--- src/rtl/note_seq_pkg.sv ---
// ---------------------------------------------------------------------------
// note_seq_pkg
// Shared definitions for the note sequencer:
//   state_t      - sequencer FSM state (also exported on state_out)
//   MODE_TIMED   - window advances on a fixed note period
//   MODE_LEARN   - window advances on external advance pulses
//   finish_note  - all-ones note code that marks the end of a song
// ---------------------------------------------------------------------------
package note_seq_pkg;

    typedef enum logic [2:0] {
        ST_IDLE    = 3'd0,
        ST_PRELOAD = 3'd1,
        ST_RUN     = 3'd2,
        ST_PAUSED  = 3'd3,
        ST_DONE    = 3'd4
    } state_t;

    localparam logic MODE_TIMED = 1'b0;
    localparam logic MODE_LEARN = 1'b1;

    // All-ones code of the given width; callers cast to their note width.
    function automatic logic [63:0] finish_note(input int bits);
        return (bits >= 64) ? {64{1'b1}} : ((64'd1 << bits) - 64'd1);
    endfunction

endpackage

--- src/rtl/note_sequencer_if.sv ---
// ---------------------------------------------------------------------------
// note_sequencer_if
// Note ROM bus between the sequencer (master) and the BRAM (slave).
//   rom_addr_out - registered read address driven by the sequencer
//   rom_data_in  - note word returned by the ROM
// Handshake: there is no valid/ready pair on this bus. The ROM has a fixed
// read latency: rom_data_in is valid on the second rising edge after
// rom_addr_out changes, and the sequencer never samples it earlier.
// ---------------------------------------------------------------------------
interface note_sequencer_if #(
    parameter int ADDR_BITS = 10,
    parameter int NOTE_BITS = 7
);
    logic [ADDR_BITS-1:0] rom_addr_out;
    logic [NOTE_BITS-1:0] rom_data_in;

    modport master (output rom_addr_out, input rom_data_in);
    modport slave  (input rom_addr_out, output rom_data_in);
endinterface

--- src/rtl/note_window.sv ---
// ---------------------------------------------------------------------------
// note_window
// WINDOW x NOTE_BITS shift register holding the visible notes.
//   clk, rst_n  - clock, asynchronous active-low reset
//   clear       - synchronous clear of every slot to 0 (wins over shift_en)
//   shift_en    - shift the window one slot towards the MSBs
//   shift_data  - note entering the LSB slot on a shift
//   notes       - window contents, head (oldest note) in the MSBs
// ---------------------------------------------------------------------------
module note_window #(
    parameter int NOTE_BITS = 7,
    parameter int WINDOW    = 5
) (
    input  logic                        clk,
    input  logic                        rst_n,
    input  logic                        clear,
    input  logic                        shift_en,
    input  logic [NOTE_BITS-1:0]        shift_data,
    output logic [WINDOW*NOTE_BITS-1:0] notes
);
    localparam int WIDTH = WINDOW * NOTE_BITS;

    logic [WIDTH-1:0] win_q;

    // A one-slot window has no older notes to keep, so it gets its own
    // register to avoid an empty slice.
    generate
        if (WINDOW == 1) begin : g_single
            always_ff @(posedge clk or negedge rst_n) begin
                if (!rst_n) begin
                    win_q <= '0;
                end else if (clear) begin
                    win_q <= '0;
                end else if (shift_en) begin
                    win_q <= shift_data;
                end
            end
        end else begin : g_multi
            always_ff @(posedge clk or negedge rst_n) begin
                if (!rst_n) begin
                    win_q <= '0;
                end else if (clear) begin
                    win_q <= '0;
                end else if (shift_en) begin
                    win_q <= {win_q[WIDTH-NOTE_BITS-1:0], shift_data};
                end
            end
        end
    endgenerate

    assign notes = win_q;

endmodule

--- src/rtl/note_sequencer.sv ---
// ---------------------------------------------------------------------------
// note_sequencer
// Streams a song from the note ROM into a look-ahead window. After a start
// pulse the window is preloaded (busy_out), then advances every NOTE_CYCLES
// clocks (timed mode) or on advance_in (learn mode). pause_in holds the
// window, the finish note at the head ends the song (done_out), and reads
// never leave the selected song's region.
// Ports:
//   clk_in, rst_n_in  - clock, asynchronous active-low reset
//   start_in          - (re)start pulse, latches song_in and mode_in
//   song_in, mode_in  - song select, 0 = timed / 1 = learn
//   pause_in          - level, holds the window while high
//   advance_in        - learn-mode advance request
//   rom               - ROM bus (registered address out, data in)
//   notes_out         - note window, head in the MSBs
//   shift_out         - one-cycle pulse per window shift
//   busy_out, done_out- preload in progress / song finished
//   note_index_out    - run-phase shifts since start
//   state_out         - FSM state for debug
// ---------------------------------------------------------------------------
module note_sequencer
    import note_seq_pkg::*;
#(
    parameter int NOTE_BITS   = 7,
    parameter int WINDOW      = 5,
    parameter int ADDR_BITS   = 10,
    parameter int SONG_BITS   = 2,
    parameter int SONG_STRIDE = 250,
    parameter int NOTE_CYCLES = 50_000_000,
    parameter int CNT_BITS    = 26
) (
    input  logic                        clk_in,
    input  logic                        rst_n_in,
    input  logic                        start_in,
    input  logic [SONG_BITS-1:0]        song_in,
    input  logic                        mode_in,
    input  logic                        pause_in,
    input  logic                        advance_in,
    note_sequencer_if.master            rom,
    output logic [WINDOW*NOTE_BITS-1:0] notes_out,
    output logic                        shift_out,
    output logic                        busy_out,
    output logic                        done_out,
    output logic [ADDR_BITS-1:0]        note_index_out,
    output logic [2:0]                  state_out
);
    localparam logic [NOTE_BITS-1:0] FINISH     = NOTE_BITS'(finish_note(NOTE_BITS));
    localparam logic [CNT_BITS-1:0]  TIMER_LAST = CNT_BITS'(NOTE_CYCLES - 1);
    localparam int                   PCW        = (WINDOW > 1) ? $clog2(WINDOW) : 1;
    localparam logic [PCW-1:0]       PRE_LAST   = PCW'(WINDOW - 1);
    localparam logic [ADDR_BITS-1:0] STRIDE     = ADDR_BITS'(SONG_STRIDE);

    state_t               state_q, state_d;
    logic                 phase_q, phase_d;      // preload: 0 = wait, 1 = capture
    logic [PCW-1:0]       pre_cnt_q, pre_cnt_d;  // captures done so far
    logic [CNT_BITS-1:0]  timer_q, timer_d;
    logic [ADDR_BITS-1:0] addr_q, addr_d;
    logic [ADDR_BITS-1:0] end_q, end_d;          // first address past the song
    logic                 mode_q, mode_d;
    logic [ADDR_BITS-1:0] idx_q, idx_d;
    logic                 pend_q;                // ROM read after a shift not yet valid
    logic                 shift_q;

    logic                 win_clear;
    logic                 win_shift;
    logic                 run_shift;
    logic                 at_end;
    logic [NOTE_BITS-1:0] shift_data;
    logic [NOTE_BITS-1:0] head;
    logic [ADDR_BITS-1:0] song_base;
    logic [WINDOW*NOTE_BITS-1:0] notes;

    assign song_base  = ADDR_BITS'(song_in) * STRIDE;
    assign head       = notes[WINDOW*NOTE_BITS-1 -: NOTE_BITS];
    // Once the address sits on the word past the song, the ROM data is not
    // part of this song; the finish note is inserted instead.
    assign at_end     = (addr_q == end_q);
    assign shift_data = at_end ? FINISH : rom.rom_data_in;

    always_ff @(posedge clk_in or negedge rst_n_in) begin
        if (!rst_n_in) begin
            state_q   <= ST_IDLE;
            phase_q   <= 1'b0;
            pre_cnt_q <= '0;
            timer_q   <= '0;
            addr_q    <= '0;
            end_q     <= '0;
            mode_q    <= MODE_TIMED;
            idx_q     <= '0;
            pend_q    <= 1'b0;
            shift_q   <= 1'b0;
        end else begin
            state_q   <= state_d;
            phase_q   <= phase_d;
            pre_cnt_q <= pre_cnt_d;
            timer_q   <= timer_d;
            addr_q    <= addr_d;
            end_q     <= end_d;
            mode_q    <= mode_d;
            idx_q     <= idx_d;
            pend_q    <= win_shift;
            shift_q   <= win_shift;
        end
    end

    always_comb begin
        state_d   = state_q;
        phase_d   = phase_q;
        pre_cnt_d = pre_cnt_q;
        timer_d   = timer_q;
        addr_d    = addr_q;
        end_d     = end_q;
        mode_d    = mode_q;
        idx_d     = idx_q;
        win_clear = 1'b0;
        win_shift = 1'b0;
        run_shift = 1'b0;

        if (start_in) begin
            state_d   = ST_PRELOAD;
            phase_d   = 1'b0;
            pre_cnt_d = '0;
            timer_d   = '0;
            addr_d    = song_base;
            end_d     = song_base + STRIDE;
            mode_d    = mode_in;
            idx_d     = '0;
            win_clear = 1'b1;
        end else begin
            case (state_q)
                ST_PRELOAD: begin
                    if (!phase_q) begin
                        phase_d = 1'b1;
                    end else begin
                        phase_d   = 1'b0;
                        win_shift = 1'b1;
                        if (pre_cnt_q == PRE_LAST) begin
                            state_d = pause_in ? ST_PAUSED : ST_RUN;
                            timer_d = '0;
                        end else begin
                            pre_cnt_d = pre_cnt_q + 1'b1;
                        end
                    end
                end
                // PAUSED with pause_in low behaves as a RUN cycle, so the
                // timer keeps counting from its frozen value and the note
                // period excludes only cycles with pause_in high.
                ST_RUN, ST_PAUSED: begin
                    if (head == FINISH) begin
                        state_d = ST_DONE;
                    end else if (pause_in) begin
                        state_d = ST_PAUSED;
                    end else begin
                        state_d = ST_RUN;
                        if (mode_q == MODE_TIMED) begin
                            if (timer_q == TIMER_LAST) begin
                                timer_d   = '0;
                                run_shift = 1'b1;
                            end else begin
                                timer_d = timer_q + 1'b1;
                            end
                        end else if (advance_in && !pend_q) begin
                            run_shift = 1'b1;
                        end
                    end
                end
                default: ;
            endcase

            if (run_shift) begin
                win_shift = 1'b1;
                idx_d     = idx_q + 1'b1;
            end
            if (win_shift && !at_end) begin
                addr_d = addr_q + 1'b1;
            end
        end
    end

    note_window #(
        .NOTE_BITS (NOTE_BITS),
        .WINDOW    (WINDOW)
    ) u_window (
        .clk        (clk_in),
        .rst_n      (rst_n_in),
        .clear      (win_clear),
        .shift_en   (win_shift),
        .shift_data (shift_data),
        .notes      (notes)
    );

    assign rom.rom_addr_out = addr_q;
    assign notes_out        = notes;
    assign shift_out        = shift_q;
    assign busy_out         = (state_q == ST_PRELOAD);
    assign done_out         = (state_q == ST_DONE);
    assign note_index_out   = idx_q;
    assign state_out        = state_q;

endmodule

--- src/flat_wrapper.sv ---
// flat-port wrapper written by rule: the top's interface ports become plain ports
module note_sequencer_flat import note_seq_pkg::*;
#(
    parameter int NOTE_BITS   = 7,
    parameter int WINDOW      = 5,
    parameter int ADDR_BITS   = 10,
    parameter int SONG_BITS   = 2,
    parameter int SONG_STRIDE = 250,
    parameter int NOTE_CYCLES = 50_000_000,
    parameter int CNT_BITS    = 26
)
  (clk_in, rst_n_in, start_in, song_in, mode_in, pause_in, advance_in, notes_out, shift_out, busy_out, done_out, note_index_out, state_out, rom_rom_addr_out, rom_rom_data_in);
  note_sequencer_if #(.ADDR_BITS(ADDR_BITS), .NOTE_BITS(NOTE_BITS)) rom_i ();
  input  logic clk_in;
  input  logic rst_n_in;
  input  logic start_in;
  input  logic [SONG_BITS-1:0] song_in;
  input  logic mode_in;
  input  logic pause_in;
  input  logic advance_in;
  output logic [WINDOW*NOTE_BITS-1:0] notes_out;
  output logic shift_out;
  output logic busy_out;
  output logic done_out;
  output logic [ADDR_BITS-1:0] note_index_out;
  output logic [2:0] state_out;
  output wire logic [$bits(rom_i.rom_addr_out)-1:0] rom_rom_addr_out;
  input wire logic [$bits(rom_i.rom_data_in)-1:0] rom_rom_data_in;
  assign rom_rom_addr_out = rom_i.rom_addr_out;
  assign rom_i.rom_data_in = rom_rom_data_in;
  note_sequencer #(.NOTE_BITS(NOTE_BITS), .WINDOW(WINDOW), .ADDR_BITS(ADDR_BITS), .SONG_BITS(SONG_BITS), .SONG_STRIDE(SONG_STRIDE), .NOTE_CYCLES(NOTE_CYCLES), .CNT_BITS(CNT_BITS)) u_core (.clk_in(clk_in), .rst_n_in(rst_n_in), .start_in(start_in), .song_in(song_in), .mode_in(mode_in), .pause_in(pause_in), .advance_in(advance_in), .rom(rom_i), .notes_out(notes_out), .shift_out(shift_out), .busy_out(busy_out), .done_out(done_out), .note_index_out(note_index_out), .state_out(state_out));
endmodule
--- config.mk ---
export PLATFORM = sky130hd
export DESIGN_NAME = note_sequencer_flat
export DESIGN_NICKNAME = d
export VERILOG_FILES = /design/src/rtl/note_seq_pkg.sv /design/src/rtl/note_sequencer_if.sv /design/src/rtl/note_window.sv /design/src/rtl/note_sequencer.sv /design/src/flat_wrapper.sv
export SDC_FILE = /design/constraint.sdc
export NUM_CORES = 1
export LEC_CHECK = 0
export CAP_MARGIN = 20
export CELL_PAD_IN_SITES_DETAIL_PLACEMENT = 0
export CELL_PAD_IN_SITES_GLOBAL_PLACEMENT = 1
export CORE_ASPECT_RATIO = 1.75
export CORE_MARGIN = 10
export CORE_UTILIZATION = 45
export DETAILED_ROUTE_END_ITERATION = 8
export PLACE_DENSITY_LB_ADDON = 0.1
export SYNTH_ARGS = -nofsm -noshare
export SYNTH_HDL_FRONTEND = slang
export SYNTH_HIERARCHICAL = 1
export SYNTH_SLANG_ARGS = --single-unit
export TNS_END_PERCENT = 5
--- constraint.sdc ---
create_clock -name clk_in -period 8.38 [get_ports clk_in]
set_clock_uncertainty 0.15 [all_clocks]
set_input_delay 0.838 -clock clk_in [delete_from_list [all_inputs] [get_ports clk_in]]
set_output_delay 0.838 -clock clk_in [all_outputs]
set_load 0.05 [all_outputs]
==> images/final_clocks.png <==
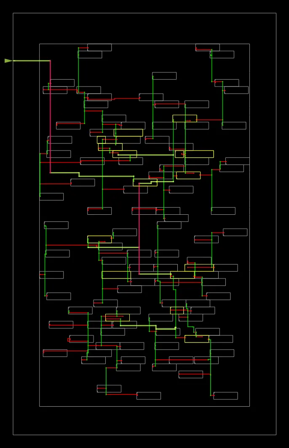
clock buf count: 10
flop count: 97
clk sinks: 97

==> images/metal_stack.png <==
(3 px per um)
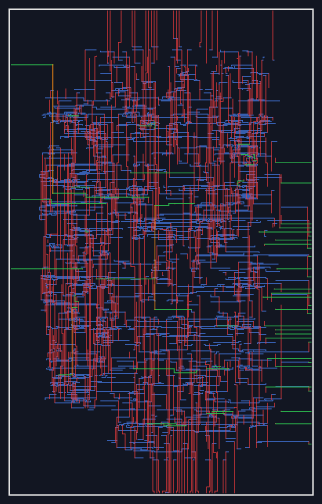
| layer | colour | wire length |
|---|---|---|
| met4 | orange | 100 um |
| met2 | red | 7180 um |
| met3 | green | 563 um |
| met1 | blue | 5030 um |

==> images/gate_families.png <==
(3 px per um)
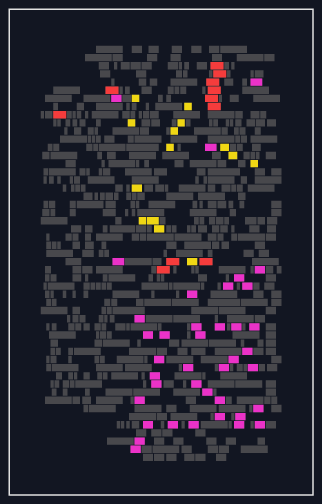
| family | colour | cells | most used |
|---|---|---|---|
| AND-OR and OR-AND gates | yellow | 14 | o21a_1 |
| multiplexers | magenta | 39 | mux2i_1 |
| adder and majority cells | red | 11 | ha_1 |
multi-input combinational area share: 0.3933
Commonest Layout Cell: dfrtp_1
post-route insts no fill: 716

==> results.py <==
# Synthesis and PnR figures
metrics = {
    "status": {
        "outcome": "completed",
    },
    "sta": {
        "fin_crit_sh": 0.4429,
        "final_max_slew_viol_count": 0,
        "fmax_mhz": 269.4,
        "fin_tns_setup_ns": 0,
        "finalHoldViolations": 0,
        "fin_hold_ws_ns": 0.2755,
    },
    "cells_and_area": {
        "n_antenna_cell": 0,
        "drive_above_1_share": 0.07705,
    },
    "drt": {
        "vias_per_cell": 5.687,
        "avgRoutedWirePerCell_um": 17.97,
        "drtIter0Drc": 175,
        "drc": 0,
    },
    "clocking": {
        "cts_tree": "done",
        "root_buffer": "clkbuf_16",
        "cts_resized": 0,
        "clock_path_buffers": 2,
        "post-cts-setup-buffers": 0,
        "clkLatencyLatePin_ns": 0.34,
    },
    "synthesis": {
        "synthTopCellsByArea": "dfrtp_1 47%, mux2i_1 7.0%, nor2_1 4.7%, o21ai_0 4.2%, ha_1 2.7%",
        "yosys.area.top_type_share": 0.4722,
        "ys_area_um2": 5140,
        "syn_area_um2": 5140,
        "ys_ff": 97,
        "synthDistinctLibCells": 63,
        "postSynthCellCount": 514,
    },
    "min_path": {
        "hp-class": "primary input to asynchronous set/reset pin",
    },
    "global_route": {
        "grt_pass1_wl_mm": 21.75,
        "grt_overflow": 0,
    },
    "floorplanning": {
        "core_um2": 11170,
        "die_y_um": 161.4,
    },
    "job": {
        "drv_cap": 0,
    },
    "setup_path": {
        "startpoint_type": "primary input",
        "worstPathRequired_ns": 8.48,
        "crit_type": "primary input to flip-flop",
    },
    "placed_design": {
        "dp_hpwl_mm": 9.186,
        "dpl.cell_count": 700,
        "port_buffers": 75,
        "place_congestion": 0.8209,
        "dpl_cell_area_um2": 5878,
    },
    "pwr": {
        "vdd_ir_drop_max_mv": 0.1465,
        "p_per_area_nw_per_um2": 185.2,
    },
}
==> final cells by class <==
type                    instances  area, um^2
fillers                       988        4912
multi-input cells             379        2460
flip-flops and latches         97        2427
repair buffers                 80       780.7
clock buffers                  10       239.0
well taps                     132       165.2
clock inverters                 6       137.6
inverters                      12       45.04
==> state kept, by name (all words and copies together) (netlist names) <==
name                     cells
u_core/note_index_out       10
u_core/shift_out             1
u_core/state_out             3
u_core/u_window/notes       35
u_core/timer_q              26
u_core/end_q                 7
u_core/mode_q                1
u_core/rom.rom_addr_out     10
u_core/phase_q               1
u_core/pre_cnt_q             3
==> layer usage <==
| layer | share of wire | track usage |
|---|---|---|
| met3 | 0.044 | 0.03631 |
| met2 | 0.56 | 0.2918 |
| met4 | 0.0077 | 0.04000 |
| met5 | 0 | 0 |
| met1 | 0.39 | 0.1844 |
==> critical path, stage by stage <==
cell     delay [ns]
buf_2          0.08
buf_4          0.59
inv_1          0.41
nand2_1        0.22
o21ai_1        0.09
buf_4          0.23
nor2_1         0.78
nand4_1        0.27
o31ai_1        0.27
==> cells in the final DEF, fill, tap and decap left out, types with 3 or more instances in the layout <==
cell type | Yosys | layout
o21ai_0 | 43 | 42
inv_1 | 12 | 12
nand3_1 | 14 | 14
xnor2_1 | 10 | 10
and2_1 | 7 | 7
or3_1 | 4 | 4
or4_1 | 5 | 5
mux2_2 | 3 | 3
and3_1 | 9 | 9
nor3_1 | 7 | 7
o21a_1 | 8 | 8
dfrtp_1 | 97 | 97
a21oi_1 | 15 | 15
nor2_1 | 65 | 64
ha_1 | 11 | 11
clkdlybuf4s50_1 | 0 | 73
xor2_1 | 9 | 9
buf_4 | 0 | 6
o21ai_1 | 11 | 12
nor4_1 | 7 | 7
mux2i_1 | 36 | 36
bufinv_16 | 0 | 4
clkbuf_16 | 0 | 9
o211ai_1 | 3 | 3
o2111ai_1 | 4 | 4
a31oi_1 | 9 | 9
nand4_1 | 8 | 8
o31ai_1 | 9 | 8
nand2_1 | 31 | 31
nand2b_1 | 10 | 10
==> power by group <==
group	internal, mW	total, mW	switching [mW]
Sequential	0.483	0.500	0.0178
Clock	0.332	0.512	0.180
Combinational	0.0532	0.146	0.0929
==> through the flow <==
stage                       util  setup slack, ns
after floorplan                -            5.422
after global placement    0.5264            4.399
after detailed placement  0.5264            4.302
after CTS                 0.5601            4.661
after global routing      0.5601            4.356
final                     0.5601            4.669
==> path summary, 6_finish.rpt <==
check / from / to / slack, ns / depth (start not counted)
worst max-delay path: start_in / u_core/timer_q[22] / 4.67 / 9
worst max register to register: u_core/timer_q[18] / u_core/u_window/notes[30] / 4.95 / 8
max in group asynchronous: rst_n_in / u_core/rom.rom_addr_out[5] / 6.59 / 2
min in group clk_in: u_core/timer_q[23] / u_core/timer_q[23] / 0.33 / 1
worst min-delay path: rst_n_in / u_core/u_window/notes[33] / 0.28 / 1
worst min register to register: u_core/timer_q[23] / u_core/timer_q[23] / 0.33 / 1
==> logic make-up after synthesis <==
family / count (synthesis) / synth area share
buf+inv: 38 / 0.05160
compound gates: 113 / 0.1336
fa+ha+maj: 11 / 0.02678
simple gates: 197 / 0.2067
mux: 39 / 0.07668
flops: 97 / 0.4722
xor+xnor: 19 / 0.03238
Power is estimated from default activity; no workload was simulated.
